Run 1, clock network drawn from the DEF:
(3 px per um)
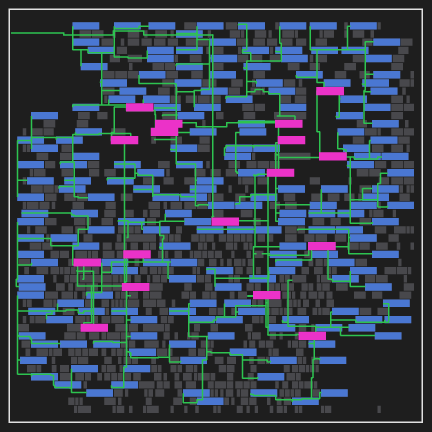
Run 1, routing congestion map:
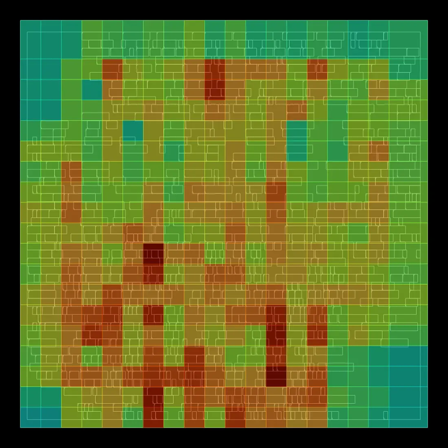
Run 1, wire density map:
(3 px per um) 27 x 27 tiles, from white (low) to dark blue (high), scaled to the fullest tile. Values are wire area over tile area, all layers added.
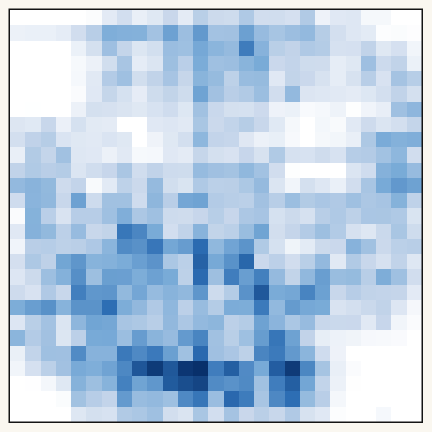
--- config.mk ---
export PLATFORM = sky130hd
export DESIGN_NAME = ifu_fetch
export DESIGN_NICKNAME = d
export VERILOG_FILES = /design/src/rtl/ifu_fetch.sv
export SDC_FILE = /design/constraint.sdc
export NUM_CORES = 1
export LEC_CHECK = 0
export CAP_MARGIN = 20
export CORE_MARGIN = 2
export CORE_UTILIZATION = 55
export DETAILED_ROUTE_END_ITERATION = 12
export DONT_BUFFER_PORTS = 1
export MAX_ROUTING_LAYER = met4
export PLACE_DENSITY = 0.79
export SYNTH_ARGS = -nofsm -noshare
export SYNTH_HDL_FRONTEND = slang
export SYNTH_SLANG_ARGS = --single-unit
--- constraint.sdc ---
create_clock -name clk -period 13.4 [get_ports clk]
set_input_delay 2.01 -clock clk [delete_from_list [all_inputs] [get_ports clk]]
set_output_delay 2.01 -clock clk [all_outputs]
set_load 0.02 [all_outputs]
--- src/rtl/ifu_fetch.sv ---
// Instruction-fetch stage: owns the PC, issues credit-limited ROM requests and buffers responses.
// Optional macro IFU_MISALIGN_CHECK_EN adds a registered misaligned-redirect error pulse.
module ifu_fetch #(
    parameter logic [31:0] RESET_PC   = 32'h0000_0000,
    parameter int          FIFO_DEPTH = 2
) (
    input  logic        clk,
    input  logic        rst,
    input  logic        jump_flag_i,
    input  logic [31:0] jump_addr_i,
    output logic        rom_req_o,
    output logic [31:0] rom_addr_o,
    input  logic        rom_gnt_i,
    input  logic        rom_rvalid_i,
    input  logic [31:0] rom_rdata_i,
    output logic        inst_valid_o,
    output logic [31:0] inst_data_o,
    output logic [31:0] inst_addr_o,
    input  logic        inst_ready_i,
    output logic        if_err_o
);

    localparam int              PW       = (FIFO_DEPTH > 2) ? 2 : 1;
    localparam int              CW       = (FIFO_DEPTH > 3) ? 3 : 2;
    localparam logic [CW:0]     DEPTH_L  = (CW+1)'(FIFO_DEPTH);
    localparam logic [PW-1:0]   LAST_PTR = PW'(FIFO_DEPTH - 1);
    localparam logic [31:0]     NOP      = 32'h0000_0013;

    logic [31:0]   pc_q, pc_d;
    logic [31:0]   resp_pc_q, resp_pc_d;
    logic [CW-1:0] out_q, out_d;
    logic [CW-1:0] disc_q, disc_d;
    logic [CW-1:0] cnt_q, cnt_d;
    logic [PW-1:0] rd_ptr_q, rd_ptr_d;
    logic [PW-1:0] wr_ptr_q, wr_ptr_d;

    logic [CW:0]   credit_sum;
    logic          grant;
    logic          resp;
    logic          push;
    logic          pop;
    logic [31:0]   jump_tgt;
    logic [63:0]   entry_flat [FIFO_DEPTH];
    logic [63:0]   head;

    function automatic logic [PW-1:0] ptr_inc(input logic [PW-1:0] p);
        return (p == LAST_PTR) ? '0 : p + PW'(1);
    endfunction

    // Outstanding requests plus buffered words may never exceed the FIFO size,
    // so every response that is kept is guaranteed a free slot.
    assign credit_sum = {1'b0, out_q} + {1'b0, cnt_q};
    assign rom_req_o  = !rst && !jump_flag_i && (credit_sum < DEPTH_L);
    assign rom_addr_o = pc_q;

    assign grant    = rom_req_o && rom_gnt_i;
    assign resp     = rom_rvalid_i && (out_q != '0);
    assign push     = resp && (disc_q == '0) && !jump_flag_i;
    assign pop      = inst_valid_o && inst_ready_i && !jump_flag_i;
    assign jump_tgt = {jump_addr_i[31:2], 2'b00};

    always_comb begin
        pc_d      = pc_q;
        resp_pc_d = resp_pc_q;
        disc_d    = disc_q;
        cnt_d     = cnt_q;
        rd_ptr_d  = rd_ptr_q;
        wr_ptr_d  = wr_ptr_q;
        out_d     = out_q + CW'(grant) - CW'(resp);
        if (jump_flag_i) begin
            pc_d      = jump_tgt;
            resp_pc_d = jump_tgt;
            cnt_d     = '0;
            rd_ptr_d  = '0;
            wr_ptr_d  = '0;
            // A response landing in the flush cycle is already excluded here.
            disc_d    = out_q - CW'(resp);
        end else begin
            if (grant) begin
                pc_d = pc_q + 32'd4;
            end
            if (resp && (disc_q != '0)) begin
                disc_d = disc_q - CW'(1);
            end
            if (push) begin
                resp_pc_d = resp_pc_q + 32'd4;
                wr_ptr_d  = ptr_inc(wr_ptr_q);
            end
            if (pop) begin
                rd_ptr_d = ptr_inc(rd_ptr_q);
            end
            cnt_d = cnt_q + CW'(push) - CW'(pop);
        end
    end

    always_ff @(posedge clk or posedge rst) begin
        if (rst) begin
            pc_q      <= RESET_PC;
            resp_pc_q <= RESET_PC;
            out_q     <= '0;
            disc_q    <= '0;
            cnt_q     <= '0;
            rd_ptr_q  <= '0;
            wr_ptr_q  <= '0;
        end else begin
            pc_q      <= pc_d;
            resp_pc_q <= resp_pc_d;
            out_q     <= out_d;
            disc_q    <= disc_d;
            cnt_q     <= cnt_d;
            rd_ptr_q  <= rd_ptr_d;
            wr_ptr_q  <= wr_ptr_d;
        end
    end

    genvar gi;
    generate
        for (gi = 0; gi < FIFO_DEPTH; gi++) begin : g_entry
            logic [63:0] entry_q;
            always_ff @(posedge clk or posedge rst) begin
                if (rst) begin
                    entry_q <= '0;
                end else if (push && (wr_ptr_q == PW'(gi))) begin
                    entry_q <= {resp_pc_q, rom_rdata_i};
                end
            end
            assign entry_flat[gi] = entry_q;
        end
    endgenerate

    assign head         = entry_flat[rd_ptr_q];
    assign inst_valid_o = (cnt_q != '0);
    assign inst_data_o  = inst_valid_o ? head[31:0]  : NOP;
    assign inst_addr_o  = inst_valid_o ? head[63:32] : 32'h0000_0000;

`ifdef IFU_MISALIGN_CHECK_EN
    logic err_q, err_d;

    always_comb begin
        err_d = jump_flag_i && (jump_addr_i[1:0] != 2'b00);
    end

    always_ff @(posedge clk or posedge rst) begin
        if (rst) begin
            err_q <= 1'b0;
        end else begin
            err_q <= err_d;
        end
    end

    assign if_err_o = err_q;
`else
    logic unused_low_bits;
    assign unused_low_bits = &{1'b0, jump_addr_i[1:0]};
    assign if_err_o        = 1'b0;
`endif

endmodule

==> results_slide.txt, run 1 <==
Flow Results at a Glance

Worst setup path
  • Crit path max fanout: 42
  • Crit path largest cell delay: 710 ps
  • Buffers & Inverters on Critical Path: 0
  • Reg2reg end: rom_addr_o[30]
  • Worst setup startpoint: jump_flag_i
  • R2r setup slk: 10200 ps
  • Critical path class: in2out
  • Critical Path AT: 2720 ps
  • R2r startpoint: out_q[0]
  • Slowest CP cell: nor4_1

Route
  • WL per Instance: 20.42 um
  • DR pass1 iterations: 5
  • Vias per cell: 6.298
  • ANT nets after route: 0

Yosys
  • Mean Syn Cell Area: 11.04 um^2
  • Syn Inst Count: 884
  • Top cells by area: dfrtp_1, mux2_2, mux2i_1
  • Synth async-reset ratio: 1.000
  • Synth cell count leaders: dfrtp_1, mux2_2, nor2_1
  • Yosys top cell by instances: dfrtp_1
  • Syn Std Cell Area: 9758 um^2
  • Leading area contributor after synthesis: dfrtp_1
  • Dominant register cell: dfrtp_1
  • Synth flops: 192
  • Warnings from Yosys: 0
  • Dominant cell area share: 0.4924
  • Unique cell types: 57

Outcome
  • Status: finished clean

GRT
  • Antenna violations before repair: 0
  • First-pass GRT wire length: 35.25 mm
  • Gr ovfl total: 0
  • Vias in the first global route: 6642

Floorplanning
  • Core area: 17300 um^2
  • Die width: 137.2 um
  • Row count: 48
  • Die Span Y: 137.2 um
  • Init Core Util: 0.5642
  • I/O pins: 169

Final layout
  • Layout area overhead: 8.039%
  • # fillers: 1401
  • Fin nets: 935
  • Layout cell share with drive strength beyond 1: 0.2224
  • Number of diodes: 0

Flow run
  • MaxCap Viol Count: 0

Clock tree
  • Resize count post-CTS: 0
  • Setup Fix Bufs, Post-CTS: 0
  • Htree depth: 4
  • CTS sink count: 192
  • Clock buffer depth: 2
  • Cts hold-fix bufs: 0
  • Clock slew at reported path FFs: 70 ps

Pwr
  • Pwr/cell area: 187.7 nW/um^2
  • Combinational share of power: 0.263
  • Total Power: 1.979 mW
  • Switch share: 0.3184
  • Maximum VDD drop: 0.0001043 V
  • Switching power: 0.6301 mW
  • Flop pwr share: 0.454

Timing
  • FMAX: 0.2115 GHz
  • Worst hold slack: 506.3 ps
  • Final hold viol count: 0
  • Slew @ Worst Pin: 962.6 ps
  • Max-slew headroom: 0.3523
  • RSZ-0062 raised after global routing: no
  • Final setup fails: 0
  • Tcrit/Tclk final: 0.3529

Place
  • Post-place setup slack: 8668 ps
  • DP Wirelength: 14.74 mm

Min path
  • Worst Hold Endpoint: g_entry[1].entry_q[25]
  • Hold crit path type: reg2reg
  • Min-delay src: g_entry[1].entry_q[25]
Notes on 'clock network drawn from the DEF' above:
legend:
  cells driving clock nets:
    colour: magenta
    count: 17
  clock wires:
    colour: green
    length: 2310 um
  flip-flops:
    colour: blue
    count: 192
routed clock nets: 18
flops lie: widely spread
clk latency late pin: 430 ps
Clk. pwr: 0.560 mW
Clk pwr share: 0.283
Setup Skew: 16.49 ps

Notes on 'routing congestion map' above:
met1 usage: 0.3191
share of the core filled with cells: 0.6095
Most Crowded Layer GR: met2

Notes on 'wire density map' above:
nearly empty tiles: 10%
tiles over half the peak: 15%
mean over tiles: 0.19
fullest tile: 0.63
emptiest ninth of the die: upper left
Routed WL: 22.32 mm
total track usage: 0.2472
Via Count: 6884

run 1: flip-flops by register name, indices dropped and copies added, names as in the netlist:
name and count:
rd_ptr_q 1, g_entry.entry_q 124, wr_ptr_q 1, out_q 2
cnt_q 2, rom_addr_o 30, disc_q 2, resp_pc_q 30
run 1: worst max path at each step:
stage | endpoint | slack (ps) | cells past startpoint
finish | rom_req_o | 8670 | 1
global placement | rom_req_o | 8680 | 1
floorplan | cnt_q[0] | 6160 | 1
CTS | rom_req_o | 8670 | 1
detailed placement | rom_req_o | 8670 | 1
global route | rom_req_o | 8650 | 1
run 1: power by group through the flow:
stage	Combinational [mW]	Sequential (mW)	Clock (mW)
2_1_floorplan	0.449	0.863	0
3_3_place_gp	0.504	0.898	0
3_5_place_dp	0.521	0.912	0
4_1_cts	0.525	0.901	0.568
5_1_grt	0.575	0.926	0.594
6_report	0.520	0.899	0.560
run 1: area by class of cell:
cell class	instances	area (um^2)	share of cell area
Sequential cell	192	4808	0.4561
Multi-Input combinational cell	616	4648	0.4409
Clock buffer	23	508.0	0.04818
Tap cell	225	281.5	0.02670
Clock inverter	8	150.1	0.01424
Inverter	21	86.33	0.008189
Timing Repair Buffer	8	60.06	0.005697
run 1: worst register-to-register path, stage by stage, from the launching register on:
cell and delay [ps]:
dfrtp_1 460, and2_1 200, fa_1 520, or4b_4 660
or4_1 650, or2_0 370, a211oi_1 250
run 1: placed cells by master (no fill, tap or decap), types with 8 or more instances in the layout:
| cell type | n |
|---|---|
| or3_1 | 12 |
| a31oi_1 | 20 |
| o31ai_1 | 14 |
| nand3_1 | 23 |
| nor4_1 | 16 |
| mux2i_1 | 66 |
| xnor2_1 | 16 |
| o21ai_0 | 14 |
| or4_1 | 18 |
| mux2_2 | 135 |
| nor2_1 | 98 |
| ha_1 | 8 |
| nand2_1 | 40 |
| clkbuf_16 | 17 |
| inv_1 | 19 |
| dfrtp_1 | 191 |
| a211oi_1 | 14 |
| nor3_1 | 18 |
| buf_4 | 8 |
| nand4_1 | 19 |
| a21oi_1 | 8 |
run 1: routing by layer:
| metal | track usage | share of wire |
|---|---|---|
| met1 | 0.3191 | 0.43 |
| met2 | 0.3966 | 0.50 |
| met3 | 0.04415 | 0.050 |
| met4 | 0.08362 | 0.022 |
| met5 | - | 0 |
run 1: through the flow:
stage | utilization | cells
3_5_place_dp | 0.5715 | 1062
3_3_place_gp | 0.5715 | 1062
2_1_floorplan | - | 888
6_report | 0.6095 | 1093
5_1_grt | 0.6095 | 1093
4_1_cts | 0.6095 | 1093
run 1: cell families after synthesis:
logic type | synth area share
and+or+nand+nor | 0.1486
muxes | 0.2235
DFF | 0.4924
AOI/OAI and AO/OA | 0.06642
buffers and inverters | 0.03578
xor gates and xnor gates | 0.02064
adders and majority gates | 0.01231
other | 0.0003843
Run 1, gate-type map:
(3 px per um)
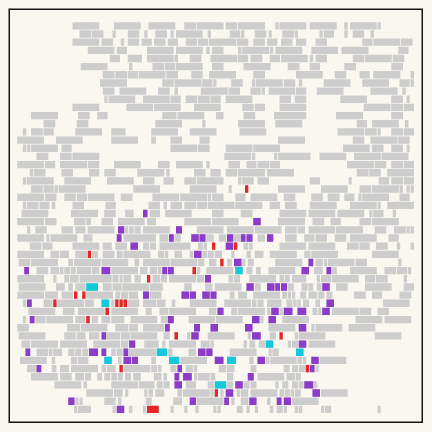

--- run 2 (diff from run 1) ---
--- a/config.mk
+++ b/config.mk
@@ -11,7 +11,7 @@
 export DETAILED_ROUTE_END_ITERATION = 12
 export DONT_BUFFER_PORTS = 1
 export MAX_ROUTING_LAYER = met4
-export PLACE_DENSITY = 0.79
+export PLACE_DENSITY = 0.82
 export SYNTH_ARGS = -nofsm -noshare
 export SYNTH_HDL_FRONTEND = slang
 export SYNTH_SLANG_ARGS = --single-unit
==> constraint.sdc (replaced) <==
create_clock -name clk -period 4.3 [get_ports clk]
set_input_delay 0.645 -clock clk [delete_from_list [all_inputs] [get_ports clk]]
set_output_delay 0.645 -clock clk [all_outputs]
set_load 0.02 [all_outputs]
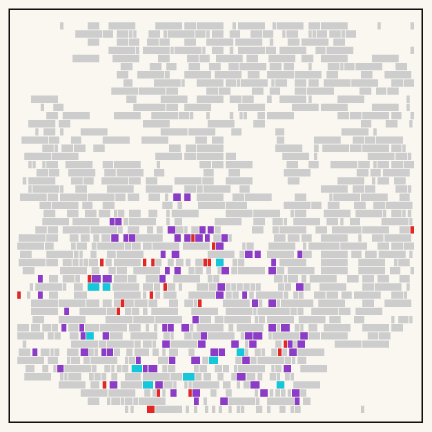
Run 2: gate-type map
(3 px per um)
legend:
  inverting AOI/OAI gates:
    colour: purple
    cells: 84
  inverters:
    colour: red
    cells: 21
  AND-OR and OR-AND gates:
    colour: cyan
    cells: 10
logic share of the area: 0.4413
final non-filler cell total: 1094
dominant logic cell type in the layout: dfrtp_1

==> run 2 against run 1 <==
  * Non-clock buffer count rose by 1
  * Hold slack got worse by 370 ps
  * Critical path depth grew 2
  * Sequential cell count is the same
  * Die size unchanged
  * Total power rose to 3.1 times the previous value
  * Sequential power increased to 3.1 times the previous value
  * Global-route usage decreased by 0.34 points
  * Via count increased by 0.32%
  * Routed wire length shrank 1.3%
  * Combinational power went up to 3.1 times the previous value
  * Design area about the same
  * Critical path type is now reg2out
  * Largest power group unchanged
==> results_slide.txt, run 2 <==
Flow Results at a Glance

Timing
  • Setup Skew: 11.46 ps (-5.035 ps)
  • FMAX: 0.3133 GHz
  • Max-slew headroom: 0.2669 (-0.08541)
  • Slew @ Worst Pin: 1090 ps (+126.9 ps)
  • Final hold viol count: 0 (unchanged)

Clock tree
  • Clock slew at reported path FFs: 70 ps (about the same)
  • Clock buffer depth: 2 (unchanged)
  • Htree depth: 4 (unchanged)
  • Clk latency late pin: 430 ps (about the same)
  • Setup Fix Bufs, Post-CTS: 0 (unchanged)
  • Cts hold-fix bufs: 0 (unchanged)
  • CTS sink count: 192 (unchanged)
  • Resize count post-CTS: 0 (unchanged)

Yosys
  • Top cells by area: dfrtp_1, mux2_2, mux2i_1
  • Area fraction in xor and xnor cells: 0.02064 (unchanged)
  • Mux area share: 0.2235 (unchanged)
  • Yosys top cell by instances: dfrtp_1
  • Synth async-reset ratio: 1.000 (unchanged)
  • Fa+ha+maj area frac: 0.01231 (unchanged)
  • Simple-Gate Area Share: 0.1486 (unchanged)
  • Synth logic family: multiplexers
  • Synth cell count leaders: dfrtp_1, mux2_2, nor2_1
  • Leading area contributor after synthesis: dfrtp_1
  • Warnings from Yosys: 0 (unchanged)
  • Dominant cell area share: 0.4924 (unchanged)
  • Ao+oa area frac: 0.06642 (unchanged)
  • Dominant register cell: dfrtp_1

Place
  • DP Wirelength: 14.82 mm (+0.56%)

Worst setup path
  • Critical path class: reg2out
  • Critical Path AT: 2550 ps (-170 ps)

Final layout
  • Fin nets: 936 (+0.11%)
  • Max FFs per register: 124 (unchanged)
  • Top reg by flops: g_entry.entry_q
  • Layout area overhead: 7.937% (about the same)
  • Number of diodes: 0 (unchanged)
  • # fillers: 1392 (-0.64%)

Pwr
  • Pwr/cell area: 574.5 nW/um^2 (+210%)
  • Maximum VDD drop: 0.0003428 V (+230%)

Floorplanning
  • I/O pins: 169 (unchanged)
  • Core area: 17300 um^2 (unchanged)
  • Row count: 48 (unchanged)
  • Init Core Util: 0.5642 (unchanged)
  • Die Span Y: 137.2 um (unchanged)

Route
  • Vias per cell: 6.313 (+0.23%)
  • ANT nets after route: 0 (unchanged)
  • WL per Instance: 20.14 um (-1.3%)
  • DR pass1 iterations: 4 (-1)
  • Via Count: 6906 (+0.32%)

GRT
  • Antenna violations before repair: 0 (unchanged)
  • Gr ovfl total: 0 (unchanged)
  • First-pass GRT wire length: 34.62 mm (-1.8%)

Flow run
  • MaxCap Viol Count: 0 (unchanged)

Outcome
  • Status: finished clean
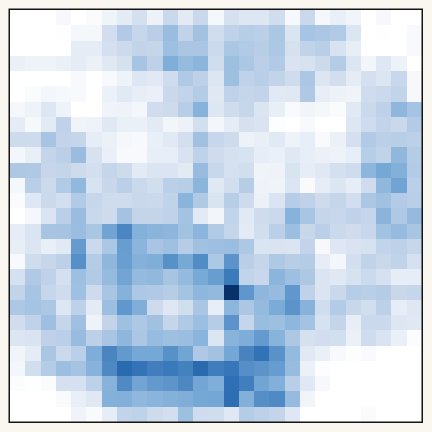
Run 2: wire density map
(3 px per um) 27 x 27 tiles, from white (low) to dark blue (high), scaled to the fullest tile. Values are wire area over tile area, all layers added.
densest ninth of the die: bottom centre
emptiest ninth of the die: upper left
fullest tile: 0.77
nearly empty tiles: 11%
mean over tiles: 0.19
tiles over half the peak: 8.1%

run 2: cell counts after synthesis:
No cell type changed its count.
run 2: final cells by class:
| type | count | area [um^2] | share of cell area |
|---|---|---|---|
| Sequential cell | 192 | 4808 | 0.4565 |
| Tap cell | 225 | 281.5 | 0.02673 |
| Clock buffer | 19 | 442.9 | 0.04205 |
| Timing Repair Buffer | 9 | 112.6 | 0.01069 |
| Multi-Input combinational cell | 616 | 4648 | 0.4413 |
| Clock inverter | 12 | 156.4 | 0.01485 |
| Inverter | 21 | 82.58 | 0.007840 |
run 2: report_power, final:
group / switching, mW / internal (mW)
Combinational: 0.841 / 0.779
Sequential: 0.436 / 2.37
Clock: 0.694 / 0.934
run 2: routing by layer:
layer,global-route usage,up-vias,wire (um)
met1,0.3167,3496,9471
met4,0.08076,0,407
met2,0.3836,226,10820
met3,0.05224,28,1335
li1,-,3156,-
met5,-,-,0
run 2: critical path: stages (launching register included):
cell     delay, ps
dfrtp_1        450
and2_1         200
fa_1           520
nor4_1         950
run 2: path summary, 6_finish.rpt:
| kind | from | to | slack (ps) | cells after the start |
|---|---|---|---|---|
| max | out_q[0] | rom_req_o | 1110 | 3 |
| min | rst | rom_addr_o[17] | 140 | 1 |
| max reg2reg | out_q[0] | rom_addr_o[28] | 1140 | 6 |
| min reg2reg | g_entry[0].entry_q[26] | g_entry[0].entry_q[26] | 510 | 1 |
| max in group asynchronous | rst | rd_ptr_q | 3110 | 2 |
| min in group clk | jump_flag_i | cnt_q[0] | 280 | 1 |
run 2: through the flow:
| stage | area (um^2) | hold slack [ps] | total power [mW] |
|---|---|---|---|
| 2_1_floorplan | 9777 | 480.0 | 4.089 |
| 4_1_cts | 10510 | 131.4 | 6.103 |
| 5_1_grt | 10530 | 160.9 | 6.406 |
| 6_report | 10530 | 138.2 | 6.051 |
| 3_5_place_dp | 9906 | 494.1 | 4.455 |
| 3_3_place_gp | 9906 | 487.6 | 4.368 |
run 2: logic make-up after synthesis:
group / Yosys count
DFF: 192
xor gates and xnor gates: 23
muxes: 201
adders and majority gates: 9
and+or+nand+nor: 284
AOI/OAI and AO/OA: 94
buffers and inverters: 80
other: 1
Run 2, routing congestion map:
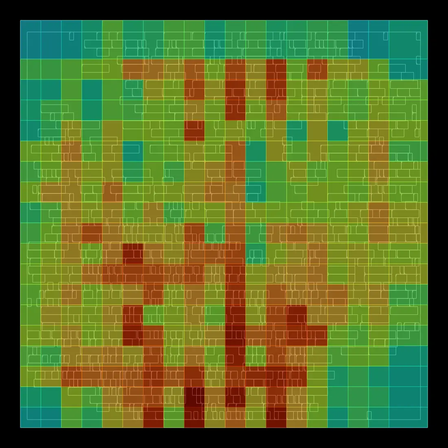

--- run 3 (diff from run 2) ---
==> constraint.sdc (replaced) <==
create_clock -name clk -period 2.66 [get_ports clk]
set_input_delay 0.399 -clock clk [delete_from_list [all_inputs] [get_ports clk]]
set_output_delay 0.399 -clock clk [all_outputs]
set_load 0.02 [all_outputs]
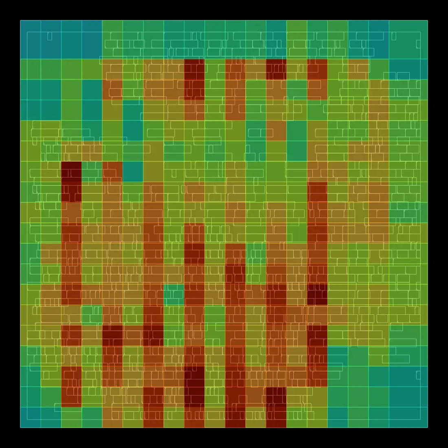
Run 3: routing congestion map
share of the core filled with cells: 0.6252
met3 Usage GRT: 0.05040
WL per Instance: 20.02 um
total track usage: 0.2507
met2 usage: 0.3975

==> run 3 against run 2 <==
  * Via count increased by 1.2%
  * Sequential power up about 60%
  * Design area is 2.7% higher
  * Routed wire length increased by 1.8%
  * Sequential cell count stayed put
  * Synthesized cell count is the same
  * Critical path depth up 3
  * Cell count rose by 2.4%
  * Largest cell class unchanged
  * Combinational power grew 73%
==> results_slide.txt, run 3 <==
Flow Results at a Glance

Outcome
  • Status: finished clean

Min path
  • Hold path cells: 1

Final layout
  • # fillers: 1343 (-3.5%)
  • Layout area overhead: 10.82%
  • Max FFs per register: 124 (unchanged)
  • Fin nets: 963 (+2.9%)
  • Final non-filler cell total: 1120 (+2.4%)
  • Dominant logic cell type in the layout: dfrtp_1
  • Number of diodes: 0 (unchanged)
  • Final instance area: 10810 um^2 (+2.7%)
  • Top reg by flops: g_entry.entry_q

Worst setup path
  • CP top delay family: simple AND/OR/NAND/NOR gates
  • Critical path class: reg2reg
  • Slowest CP cell: or4b_4
  • Buffers & Inverters on Critical Path: 0 (unchanged)
  • R2r setup slk: 60 ps (-1080 ps)
  • Critical Path AT: 2920 ps (+370 ps)
  • CP Depth: 6 (+3)
  • R2R cell count: 6 (unchanged)
  • Crit path largest cell delay: 500 ps (-450 ps)
  • Crit-path cells: and2_4 -> fa_1 -> or4b_4 -> or4_4 -> or4_1 -> a31o_1

Clock tree
  • Clock slew at reported path FFs: 70 ps (about the same)
  • CTS sink count: 192 (unchanged)
  • Htree depth: 4 (unchanged)
  • Clock buffer depth: 2 (unchanged)

GRT
  • Antenna violations before repair: 0 (unchanged)
  • Gr ovfl total: 0 (unchanged)

Route
  • Vias per cell: 6.243 (-1.1%)
  • ANT nets after route: 0 (unchanged)
  • Drt initial violations: 603
  • Via Count: 6992 (+1.2%)
  • DR pass1 iterations: 7 (+3)

Yosys
  • Yosys top cell by instances: dfrtp_1
  • Dominant cell area share: 0.4924 (unchanged)
  • Top cells by area: dfrtp_1, mux2_2, mux2i_1
  • Synth cell count leaders: dfrtp_1, mux2_2, nor2_1
  • Leading area contributor after synthesis: dfrtp_1
  • Synth flops: 192
  • Dominant register cell: dfrtp_1
  • Synth async-reset ratio: 1.000 (unchanged)
  • Warnings from Yosys: 0 (unchanged)

Place
  • DP Wirelength: 15.64 mm (+5.5%)
  • Area post-placement: 10200 um^2 (+3.0%)

Floorplanning
  • Core area: 17300 um^2 (unchanged)
  • Init Core Util: 0.5642 (unchanged)
  • Row count: 48 (unchanged)
  • Die Span Y: 137.2 um (unchanged)

Flow run
  • MaxCap Viol Count: 0 (unchanged)

Timing
  • Setup_tns: 0 ps
  • Worst hold slack: 42.12 ps (-96.05 ps)
  • Slew @ Worst Pin: 820.4 ps (-269.1 ps)
  • Setup Skew: 9.143 ps (-2.315 ps)
  • Final hold viol count: 0 (unchanged)
  • RSZ-0062 raised after global routing: yes
  • Max-slew headroom: 0.4519 (+0.1850)

Pwr
  • Pwr/cell area: 907.2 nW/um^2 (+58%)
  • Maximum VDD drop: 0.0005135 V (+50%)
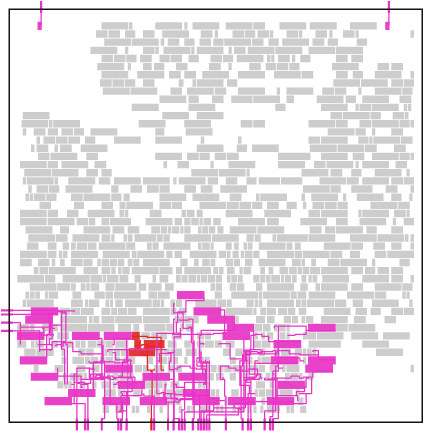
Run 3: I/O nets highlighted
(3 px per um)
legend:
  rom_addr_o:
    colour: magenta
    direction: output
    end_cells: 32
    buffers: 8
    wire: 1620 um
  rst:
    colour: red
    direction: input
    end_cells: 5
    buffers: 1
    wire: 62.6 um
I/O pins: 169
PortBufs: 0

-- run 3: cell counts after synthesis --
Identical to the previous run, type by type.
-- run 3: cell families after synthesis --
group | share of synthesized area
AOI/OAI and AO/OA | 0.06642
xor gates and xnor gates | 0.02064
adders and majority gates | 0.01231
buffers and inverters | 0.03578
DFF | 0.4924
muxes | 0.2235
other | 0.0003843
and+or+nand+nor | 0.1486
-- run 3: worst paths after layout --
path	to	startpoint
min	wr_ptr_q	jump_flag_i
min reg2reg	g_entry[0].entry_q[60]	g_entry[0].entry_q[60]
min in group asynchronous	cnt_q[1]	rst
max in group asynchronous	resp_pc_q[30]	rst
max	rom_addr_o[29]	cnt_q[0]
max reg2reg	rom_addr_o[29]	cnt_q[0]
-- run 3: timing repair --
| item | CTS | global route |
|---|---|---|
| hold buffers | 1 | 0 |
| setup endpoints to repair | 2 | 12 |
| gates resized | 2 | 4 |
| pin swaps | 3 | 2 |
| endpoints found under the hold margin | 20 | 0 |
| setup buffers | 0 | 0 |
-- run 3: cell type report --
class	instances	area, um^2	area share
Tap cell	225	281.5	0.02603
Clock buffer	18	439.2	0.04061
Timing Repair Buffer	36	372.9	0.03448
Clock inverter	12	136.4	0.01261
Inverter	21	82.58	0.007636
Multi-Input combinational cell	616	4693	0.4340
Sequential cell	192	4808	0.4446
-- run 3: metrics by stage --
stage	utilization	setup slack [ps]	total power, mW
floorplan	-	-237.2	6.613
global route	0.6252	-49.23	10.39
CTS	0.6239	-17.19	9.888
finish	0.6252	59.03	9.811
detailed placement	0.5896	-45.67	7.347
global placement	0.5896	-54.79	7.174
-- run 3: metal layers --
layer / vias up / GRT usage / part of all wire
li1: 3204 / - / -
met3: 45 / 0.05040 / 0.062
met1: 3464 / 0.3207 / 0.42
met4: 0 / 0.09393 / 0.027
met5: - / - / 0
met2: 279 / 0.3975 / 0.49
-- run 3: power by group --
part           leakage, nW  total, mW  switching, mW  internal [mW]
clock                0.275       2.52           1.11           1.41
combinational         1.77       2.81           1.45           1.36
sequential            2.38       4.48          0.656           3.83
total                 4.42       9.81           3.22           6.59
Power and IR drop assume default switching activity.
